Design uart_param, sky130hd; sources not shown.
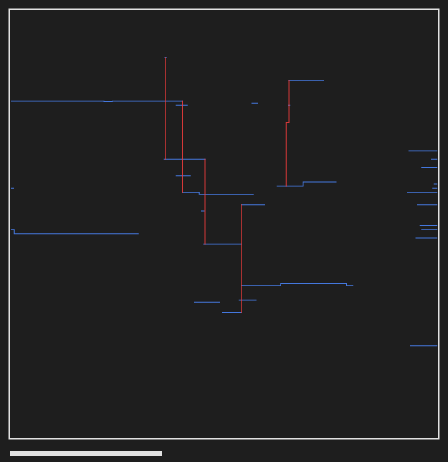
*Metal layers overlaid, run 1*
Bar = 50 µm. Two of the layers only.
[red] M4 | wire length: 162 µm
[blue] M3 | wire length: 318 µm
Detailed Route WL: 8550 µm
via count: 3331
GRT Overall Usage: 0.0940
Routed WL per cell: 11.0 µm

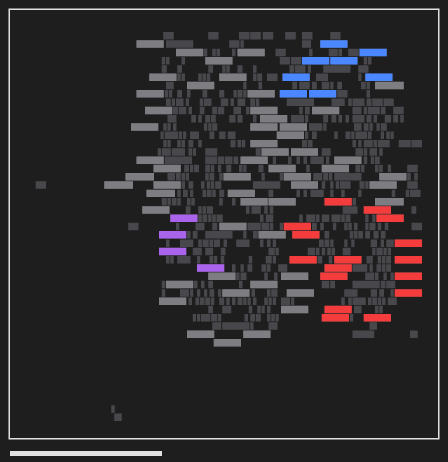
*Sequential cells grouped by signal name, run 1*
Bar = 50 µm. Other sequential cells in the stronger gray, the rest of the logic in the fainter gray.
[red] tx_div | sequential cells: 16 | where: east
[blue] tx_sh | sequential cells: 8 | where: north-east
[purple] rx_tk | sequential cells: 4 | where: center
not colored: 54
sequential power: 1.72 mW
Seq/total area: 0.403

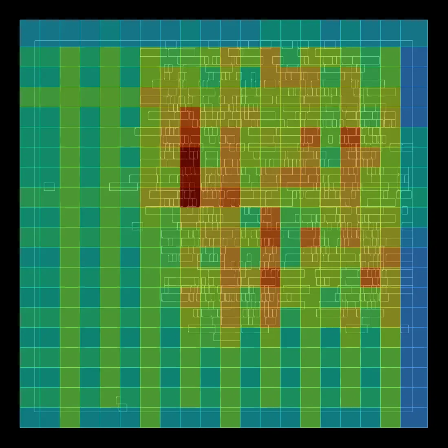
*Track usage over the die, run 1*
grt met3 use: 0.0307
met1 usage: 0.120
layer with the highest usage: met2
met2 usage: 0.147
Core Util, Final: 0.307

==> changes_impl.md, run 1 <==
### Implementation results

* Clock share of power at 0.319
* Final period utilization at 1.02
* Worst Slack Setup Final at -0.0451 ns
* Crit-path slowest cell: dfrtp_1
* Synth top cells by count: nand2_1 (116), dfrtp_1 (77), inv_1 (65), nor2_1 (60), nand3_1 (45)
* IO buf count at 24
* Synth flops at 82
* F_max at 0.426 GHz
* Non-clk buf share at 0.0671
* Vias in the first global route at 3305
* Top logic family: simple AND/OR/NAND/NOR gates
* Failing checks: negative setup slack
* Rel. slew slack at 0.649
* Yosys cell count at 516
* FP Core Util at 0.255
* Cts repair resizes at 9
* P_comb at 1.25 mW
* Top cell type's share of synthesized area at 0.453
* Invs w/o clock at 68
* Top pwr grp: sequential cells
* Comb gates at 353
* AND-OR/OR-AND Cells, Area Fraction at 0.0701
* Fill cells at 1764
* DRC at 0
* Seq share, synth at 0.484
* Largest net degree at the start of global routing at 44
* Antenna violations before repair at 0
* Int Pwr at 2.82 mW
* Hold WS at 0.0809 ns
* Share of cells above drive strength 1 at 0.107
* Worst Path Buf+Inv at 2
* Clock Sinks at 82
* Top class by area: sequential cells
* CTS tree: done
* Flop area at 2060 µm²
* Reg2reg path depth at 10
* Most common cell in the netlist: nand2_1
* Xor+xnor area frac at 0.0330
* Final setup TNS at -0.0451 ns
* Status: finished with violations
* Die Y at 140 µm
* Worst-Margin Slew at 0.524 ns
* Count of different cell masters after synthesis at 37
* Die width at 140 µm
* Final setup violation count at 1
* Required time worst endpoint at 1.84 ns
* TritonRoute pass-1 iters at 4
* Comb area share at 0.369
* Yosys Warn Count at 0
* Arrival @ worst endpoint at 1.89 ns
* Logic area at 1880 µm²
* FP Rows at 47
* Final min period at 2.35 ns
* Most frequent logic cell in the layout: nand2_1
* Well-tap cell count at 220
* Met3 wire length at 317 µm
* Syn Area/Cell at 8.24 µm²
* Placer congestion estimate at 0.802
* Comb power frac at 0.287
* DRT antenna net count at 0
* Delay-heaviest family, CP: simple AND/OR/NAND/NOR gates
* Pleak at 2.40 nW
* Metal2 WL at 3860 µm
* Post-synth EDFFs at 0
* Crit path kind: flip-flop to primary output
* Ant. Diodes at 0
* Nets@finish at 580
* Final std cells w/o fill at 780
* Most numerous logic cells after layout: nand2_1 (116), dfrtp_1 (77), inv_1 (65), nor2_1 (59), nand3_1 (44)
* Area Growth Syn to Fin at 20.1%
* H-tree levels at 3
* Mux area share at 0.0165
* Critical Path Max Stage Delay at 0.40 ns
* Fin. Hold Viols at 0
* M1 wire length at 4210 µm
* Signal buffers at 41
* CP max FO at 4
* Total gr overflow at 0
* Power in the clock group at 1.39 mW
* Synth Area in Simple Gates at 0.281
* Core box area at 16600 µm²
* Worst VDD drop at 0.366 mV
* Switching Share at 0.354
* Flop pwr share at 0.394
* First-pass GRT wire length at 15300 µm
* CTS Buf Count at 9
* CP Depth at 7
* CP startpoint kind: flip-flop
* Final Power at 4.36 mW
==> run 2, diff against run 1 <==
--- a/config.mk
+++ b/config.mk
@@ -12,6 +12,7 @@
 export DETAILED_ROUTE_END_ITERATION = 7
 export GPL_TIMING_DRIVEN = 0
 export HOLD_SLACK_MARGIN = 0.03
+export SETUP_SLACK_MARGIN = 0.02
 export SLEW_MARGIN = 10
 export SYNTH_ARGS = -nofsm -noshare
 export SYNTH_HDL_FRONTEND = slang
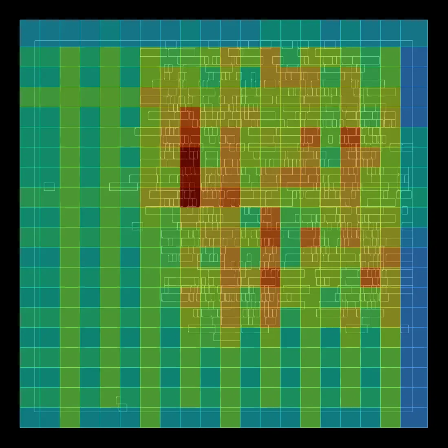
*Track usage over the die, run 2*

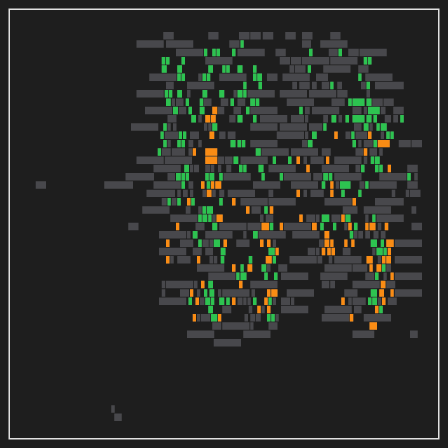
*Logic cells by family, run 2*
[green] nand cells | cells: 174
[orange] nor cells | cells: 84
Comb area share: 0.369
final std cells w/o fill: 780

==> changes_impl.md, run 2 <==
### Implementation results

* Status: finished with violations
* Failing checks: negative setup slack
* Worst Path Buf+Inv at 2
* Mux area share at 0.0165
* Int Pwr at 2.82 mW
* Syn Area/Cell at 8.24 µm²
* Core Util, Final at 0.307
* Cts repair resizes at 9
* Detailed Route WL at 8550 µm
* Reg2reg path depth at 10
* Comb power frac at 0.287
* First-pass GRT wire length at 15300 µm
* Core box area at 16600 µm²
* Logic area at 1880 µm²
* Worst Slack Setup Final at -0.0451 ns
* Seq share, synth at 0.484
* DRC at 0
* Routed WL per cell at 11.0 µm
* Yosys cell count at 516
* Comb gates at 353
* Most numerous logic cells after layout: nand2_1 (116), dfrtp_1 (77), inv_1 (65), nor2_1 (59), nand3_1 (44)
* Total gr overflow at 0
* Fin. Hold Viols at 0
* DRT antenna net count at 0
* Signal buffers at 41
* Flop area at 2060 µm²
* Met1 usage at 0.120
* Top pwr grp: sequential cells
* Vias in the first global route at 3305
* CTS tree: done
* CTS Buf Count at 9
* Die Y at 140 µm
* Required time worst endpoint at 1.84 ns
* P_comb at 1.25 mW
* Non-clk buf share at 0.0671
* Worst-Margin Slew at 0.524 ns
* Synth Area in Simple Gates at 0.281
* Flop pwr share at 0.394
* Count of different cell masters after synthesis at 37
* TritonRoute pass-1 iters at 4
* Invs w/o clock at 68
* Antenna violations before repair at 0
* Via count at 3331
* Hold WS at 0.0809 ns
* Well-tap cell count at 220
* Post-synth EDFFs at 0
* Largest net degree at the start of global routing at 44
* Grt met3 use at 0.0307
* Xor+xnor area frac at 0.0330
* IO buf count at 24
* CP startpoint kind: flip-flop
* Arrival @ worst endpoint at 1.89 ns
* Layer with the highest usage: met2
* Area Growth Syn to Fin at 20.1%
* CP Depth at 7
* Most frequent logic cell in the layout: nand2_1
* Critical Path Max Stage Delay at 0.40 ns
* Clock Sinks at 82
* AND-OR/OR-AND Cells, Area Fraction at 0.0701
* Pleak at 2.40 nW
* Switching Share at 0.354
* Sequential power at 1.72 mW
* Seq/total area at 0.403
* Delay-heaviest family, CP: simple AND/OR/NAND/NOR gates
* Rel. slew slack at 0.649
* Most common cell in the netlist: nand2_1
* Crit-path slowest cell: dfrtp_1
* CP max FO at 4
* Final period utilization at 1.02
* Final setup violation count at 1
No activity file was given, so power comes from the tool's default toggle rates.
